$ cat src/rtl/led_matrix_column_scanner.sv
// rtl/led_matrix_column_scanner.sv - time-multiplexes three symmetric column patterns onto a 5x7 LED matrix
// Optional anti-ghosting blank between columns: define SCAN_BLANKING_EN.
module led_matrix_column_scanner #(
    parameter int DWELL_CYCLES = 1000,
    parameter int BLANK_CYCLES = 8
) (
    input  logic       clk,
    input  logic       reset,
    input  logic       enable,
    input  logic [6:0] col_0,
    input  logic [6:0] col_1,
    input  logic [6:0] col_2,
    output logic [4:0] column_sel,
    output logic [6:0] row_data,
    output logic       frame_start
);

    localparam int CNT_W = (DWELL_CYCLES > 1) ? $clog2(DWELL_CYCLES) : 1;
    localparam logic [CNT_W-1:0] DWELL_LAST = CNT_W'(DWELL_CYCLES - 1);

    if (DWELL_CYCLES < 1 || DWELL_CYCLES > 65535 || BLANK_CYCLES < 1 || BLANK_CYCLES > 255) begin : g_bad_param
        $error("led_matrix_column_scanner: DWELL_CYCLES or BLANK_CYCLES out of range");
    end

`ifdef SCAN_BLANKING_EN
    localparam int BLK_W = (BLANK_CYCLES > 1) ? $clog2(BLANK_CYCLES) : 1;
    localparam logic [BLK_W-1:0] BLANK_LAST = BLK_W'(BLANK_CYCLES - 1);

    typedef enum logic [1:0] {
        ST_IDLE  = 2'd0,
        ST_SCAN  = 2'd1,
        ST_BLANK = 2'd2
    } state_t;

    logic [BLK_W-1:0] r_blank_cnt;
`else
    typedef enum logic {
        ST_IDLE = 1'b0,
        ST_SCAN = 1'b1
    } state_t;
`endif

    state_t           r_state;
    logic [2:0]       r_idx;
    logic [CNT_W-1:0] r_cnt;
    logic [6:0]       r_snap0;
    logic [6:0]       r_snap1;
    logic [6:0]       r_snap2;
    logic [4:0]       r_column_sel;
    logic [6:0]       r_row_data;
    logic             r_frame_start;

    function automatic logic [6:0] col_data(input logic [2:0] idx, input logic [6:0] s0,
                                            input logic [6:0] s1, input logic [6:0] s2);
        case (idx)
            3'd2:       return s0;
            3'd1, 3'd3: return s1;
            default:    return s2;
        endcase
    endfunction

    // Next column to drive; leaving column 4 takes a fresh snapshot straight from the inputs.
    logic       w_wrap;
    logic [2:0] w_adv_idx;
    logic [6:0] w_adv_s0;
    logic [6:0] w_adv_s1;
    logic [6:0] w_adv_s2;
    logic [6:0] w_adv_row;
    logic [4:0] w_adv_sel;

    assign w_wrap    = (r_idx == 3'd4);
    assign w_adv_idx = w_wrap ? 3'd0 : 3'(r_idx + 3'd1);
    assign w_adv_s0  = w_wrap ? col_0 : r_snap0;
    assign w_adv_s1  = w_wrap ? col_1 : r_snap1;
    assign w_adv_s2  = w_wrap ? col_2 : r_snap2;
    assign w_adv_row = col_data(w_adv_idx, w_adv_s0, w_adv_s1, w_adv_s2);
    assign w_adv_sel = ~(5'b00001 << w_adv_idx);

    always_ff @(posedge clk or posedge reset) begin
        if (reset) begin
            r_state       <= ST_IDLE;
            r_idx         <= 3'd0;
            r_cnt         <= '0;
            r_snap0       <= 7'h00;
            r_snap1       <= 7'h00;
            r_snap2       <= 7'h00;
            r_column_sel  <= 5'b11111;
            r_row_data    <= 7'h00;
            r_frame_start <= 1'b0;
`ifdef SCAN_BLANKING_EN
            r_blank_cnt   <= '0;
`endif
        end else begin
            r_frame_start <= 1'b0;
            if (!enable) begin
                r_state      <= ST_IDLE;
                r_idx        <= 3'd0;
                r_cnt        <= '0;
                r_column_sel <= 5'b11111;
                r_row_data   <= 7'h00;
`ifdef SCAN_BLANKING_EN
                r_blank_cnt  <= '0;
`endif
            end else begin
                case (r_state)
                    ST_IDLE: begin
                        r_state       <= ST_SCAN;
                        r_idx         <= 3'd0;
                        r_cnt         <= '0;
                        r_snap0       <= col_0;
                        r_snap1       <= col_1;
                        r_snap2       <= col_2;
                        r_column_sel  <= 5'b11110;
                        r_row_data    <= col_2;
                        r_frame_start <= 1'b1;
                    end
                    ST_SCAN: begin
                        if (r_cnt == DWELL_LAST) begin
                            r_cnt <= '0;
`ifdef SCAN_BLANKING_EN
                            r_state      <= ST_BLANK;
                            r_blank_cnt  <= '0;
                            r_column_sel <= 5'b11111;
                            r_row_data   <= 7'h00;
`else
                            r_idx         <= w_adv_idx;
                            r_snap0       <= w_adv_s0;
                            r_snap1       <= w_adv_s1;
                            r_snap2       <= w_adv_s2;
                            r_column_sel  <= w_adv_sel;
                            r_row_data    <= w_adv_row;
                            r_frame_start <= w_wrap;
`endif
                        end else begin
                            r_cnt <= CNT_W'(r_cnt + 1'b1);
                        end
                    end
`ifdef SCAN_BLANKING_EN
                    ST_BLANK: begin
                        if (r_blank_cnt == BLANK_LAST) begin
                            r_state       <= ST_SCAN;
                            r_blank_cnt   <= '0;
                            r_idx         <= w_adv_idx;
                            r_snap0       <= w_adv_s0;
                            r_snap1       <= w_adv_s1;
                            r_snap2       <= w_adv_s2;
                            r_column_sel  <= w_adv_sel;
                            r_row_data    <= w_adv_row;
                            r_frame_start <= w_wrap;
                        end else begin
                            r_blank_cnt <= BLK_W'(r_blank_cnt + 1'b1);
                        end
                    end
`endif
                    default: begin
                        r_state      <= ST_IDLE;
                        r_column_sel <= 5'b11111;
                        r_row_data   <= 7'h00;
                    end
                endcase
            end
        end
    end

    assign column_sel  = r_column_sel;
    assign row_data    = r_row_data;
    assign frame_start = r_frame_start;

endmodule

$ cat config.mk
export PLATFORM = sky130hd
export DESIGN_NAME = led_matrix_column_scanner
export DESIGN_NICKNAME = d
export VERILOG_FILES = /design/src/rtl/led_matrix_column_scanner.sv
export SDC_FILE = /design/constraint.sdc
export NUM_CORES = 1
export LEC_CHECK = 0
export CORE_MARGIN = 1
export CORE_UTILIZATION = 52
export CTS_CLUSTER_SIZE = 40
export DETAILED_ROUTE_END_ITERATION = 7
export GPL_ROUTABILITY_DRIVEN = 0
export MAX_ROUTING_LAYER = met4
export PLACE_DENSITY_LB_ADDON = 0.05
export REMOVE_ABC_BUFFERS = 1
export SLEW_MARGIN = 20
export SYNTH_ARGS = -nofsm -noshare
export SYNTH_HDL_FRONTEND = slang
export SYNTH_SLANG_ARGS = --single-unit
$ cat constraint.sdc
create_clock -name clk -period 3 [get_ports clk]
set_input_delay 0.6 -clock clk [delete_from_list [all_inputs] [get_ports clk]]
set_output_delay 0.6 -clock clk [all_outputs]
set_load 0.02 [all_outputs]
Figure 1. Cells by drive strength (run 1).
(4 px per um)
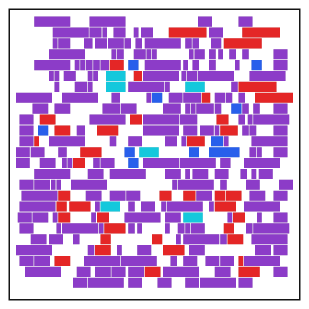
blue -> x3 and x4  # cells 10, share 3.6%, most used buf_4
cyan -> x6 and larger  # cells 6, share 2.2%, most used clkbuf_8
red -> x2  # cells 40, share 15%
purple -> x1 and smaller  # cells 218, share 80%, most used dfrtp_1
Area Overhead vs Synth: 20.4%
setup ws final: 0.638 ns
Signal buffers: 44
post-route cell area: 3090 um2

Figure 2. The metal 3 layer (run 1).
(6 px per um)
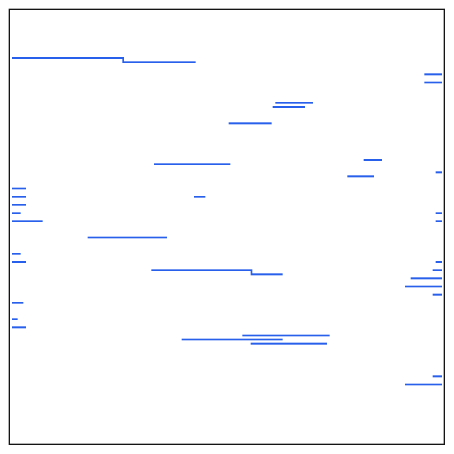
main direction = horizontal
share of all routed wire = 3.8%
wire length on this layer = 197 um
nets with wire on the layer = 31
final wirelength: 5.20 mm
via count: 1835
M3 GR Usage: 0.0444

==> results_dict.tcl, run 1 <==
# flow metrics
set metrics [dict create \
    cts_inserted_buffers 5 \
    grt_pass1_wl_mm 9.15 \
    max_freq_ghz 0.423 \
    ys_top_cells_by_count "dfrtp_1 (43), nand2_1 (27), mux2_1 (21)" \
    ff_type "dfrtp_1" \
    rsz0062_at_grt "false" \
    most_common_cell "dfrtp_1" \
    grt_start_max_net_pins 49 \
    min_path_type "reg -> reg" \
    seq_share 0.391 \
    status "finished, final reports clean" \
    yosys.area.top_type "dfrtp_1" \
    yosys_warnings 0 \
    edf_count 0 \
    seq_area_frac_synth 0.470 \
    ys_cells 233 \
    nWellTaps 67 \
    antenna_found_initial 0 \
    die_x_um 72.3 \
    drc_errors 0 \
]
Figure 3. Gate-type map (run 1).
(4 px per um)
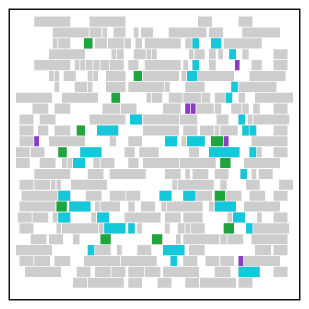
cyan -> aoi and oai cells  # cells 34, most used o21ai_1
green -> and/or cells  # cells 12, most used and3_2
purple -> inv cells  # cells 6, most used inv_1
most instantiated logic cell after routing: dfrtp_1
Comb area share: 0.410
Non-Filler Instances: 341

Figure 4. Cells colored by class (run 1).
(4 px per um) Fill, decap, tap and diode cells in gray.
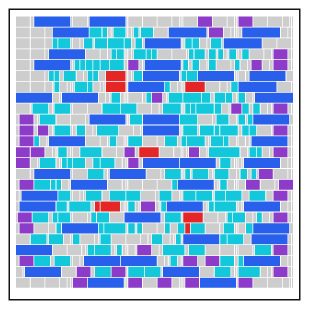

==> inputs of run 2 (changes only) <==
==> constraint.sdc (replaced) <==
create_clock -name clk -period 2.2 [get_ports clk]
set_input_delay 0.44 -clock clk [delete_from_list [all_inputs] [get_ports clk]]
set_output_delay 0.44 -clock clk [all_outputs]
set_load 0.02 [all_outputs]
Figure 5. Cells colored by class (run 2).
(4 px per um) Fill, decap, tap and diode cells in gray.
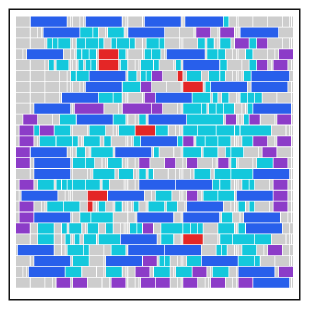
cyan -> remaining logic cells  # cells 174, share of their area 42%
purple -> remaining buffers and delay cells  # cells 53, share of their area 16%
blue -> registers  # cells 48, share of their area 39%
red -> clock drivers and dummy loads  # cells 8, share of their area 2.9%
sequential cell area share: 0.378
Rows: 25
Final Util: 0.677

==> results_dict.tcl, run 2 <==
# flow metrics
set metrics [dict create \
    ff_type "dfrtp_1" \
    htreeDepth 2 \
    period_needed_ns 2.11 \
    cp-end-kind "register" \
    mostFrequentLayoutCell "dfrtp_1" \
    grt_start_max_net_pins 34 \
    status "finished, final reports clean" \
    clock_path_buffers 2 \
    drt_iter0_drc 75 \
    worst-r2r-setup-slack_ns 0.09 \
    edf_count 0 \
    nWellTaps 67 \
    area_growth_pct 24.6 \
    drc_errors 0 \
    path_depth 8 \
    max_freq_ghz 0.475 \
    powerSeq_mw 0.995 \
    worst_slack_ns 0.0934 \
    ys_cells 233 \
    grt-busiest-layer "met2" \
    syn_avg_cell_area_um2 11.0 \
    clock_area_frac 0.0282 \
    num-nonclk-buffers 53 \
    track_usage 0.225 \
    min_path_type "in -> async" \
    die_x_um 72.3 \
    cts_inserted_buffers 5 \
    grtUsageMet3 0.0458 \
    ys_top_cells_by_count "dfrtp_1 (43), nand2_1 (27), mux2_1 (21)" \
    antenna_found_initial 0 \
    avgRoutedWirePerCell_um 14.5 \
    finalNonFillerCells 350 \
    p_sw_mw 0.479 \
    routed_wirelength_mm 5.07 \
    nClkBuffers 8 \
    cpPeakStageDelay_ns 0.42 \
    yosys.area.top_type "dfrtp_1" \
    most_common_cell "dfrtp_1" \
    seq_area_frac_synth 0.470 \
    sh_comb_area 0.400 \
    yosys_warnings 0 \
    final_cell_area_um2 3200 \
    num_vias 1891 \
    ctsHoldBuffers 0 \
    placed_area_um2 3080 \
    rsz0062_at_grt "false" \
    openroad.warnings 28 \
]
Figure 6. Routing congestion (run 2).
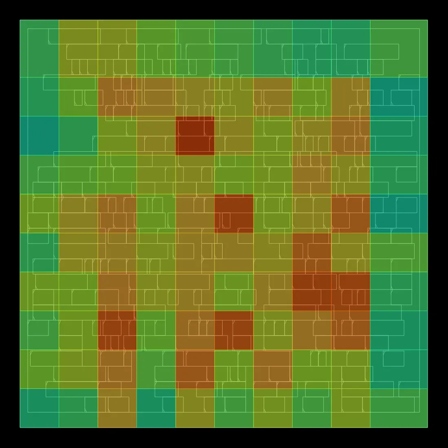

==> inputs of run 3 (changes only) <==
--- a/config.mk
+++ b/config.mk
@@ -12,8 +12,10 @@
 export GPL_ROUTABILITY_DRIVEN = 0
 export MAX_ROUTING_LAYER = met4
 export PLACE_DENSITY_LB_ADDON = 0.05
+export RECOVER_POWER = 25
 export REMOVE_ABC_BUFFERS = 1
-export SLEW_MARGIN = 20
+export SKIP_LAST_GASP = 1
+export SLEW_MARGIN = 10
 export SYNTH_ARGS = -nofsm -noshare
 export SYNTH_HDL_FRONTEND = slang
 export SYNTH_SLANG_ARGS = --single-unit
Figure 7. Routing congestion (run 3).
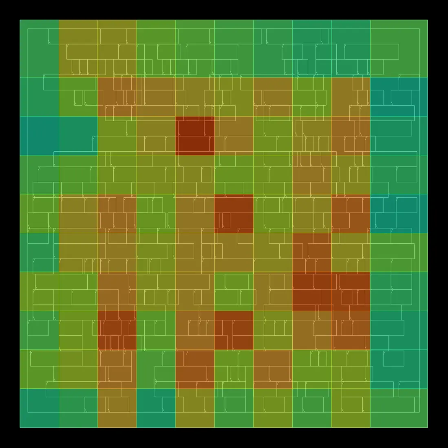
GR Util met1: 0.315
GRT Util Overall: 0.225
Wirelength per Cell: 14.4 um

==> results_dict.tcl, run 3 <==
# flow metrics
set metrics [dict create \
    period_needed_ns 2.11 \
    die_x_um 72.3 \
    drt_iter0_drc 81 \
    status "finished, final reports clean" \
    worst-r2r-setup-slack_ns 0.09 \
    grt-busiest-layer "met2" \
    max_freq_ghz 0.475 \
    syn_avg_cell_area_um2 11.0 \
    seq_share 0.378 \
    routed_wirelength_mm 5.06 \
    most_common_cell "dfrtp_1" \
    ctsHoldBuffers 0 \
    grt_pass1_wl_mm 8.73 \
    htreeDepth 2 \
    clock_path_buffers 2 \
    edf_count 0 \
    seq_area_frac_synth 0.470 \
    antenna_found_initial 0 \
    num-nonclk-buffers 53 \
    finish.utilization 0.677 \
    path_depth 8 \
    finalNonFillerCells 350 \
    drc_errors 0 \
    yosys_warnings 0 \
    mostFrequentLayoutCell "dfrtp_1" \
    worst_slack_ns 0.0947 \
    yosys.area.top_type "dfrtp_1" \
    final_cell_area_um2 3200 \
    ff_type "dfrtp_1" \
    grtUsageMet3 0.0458 \
]
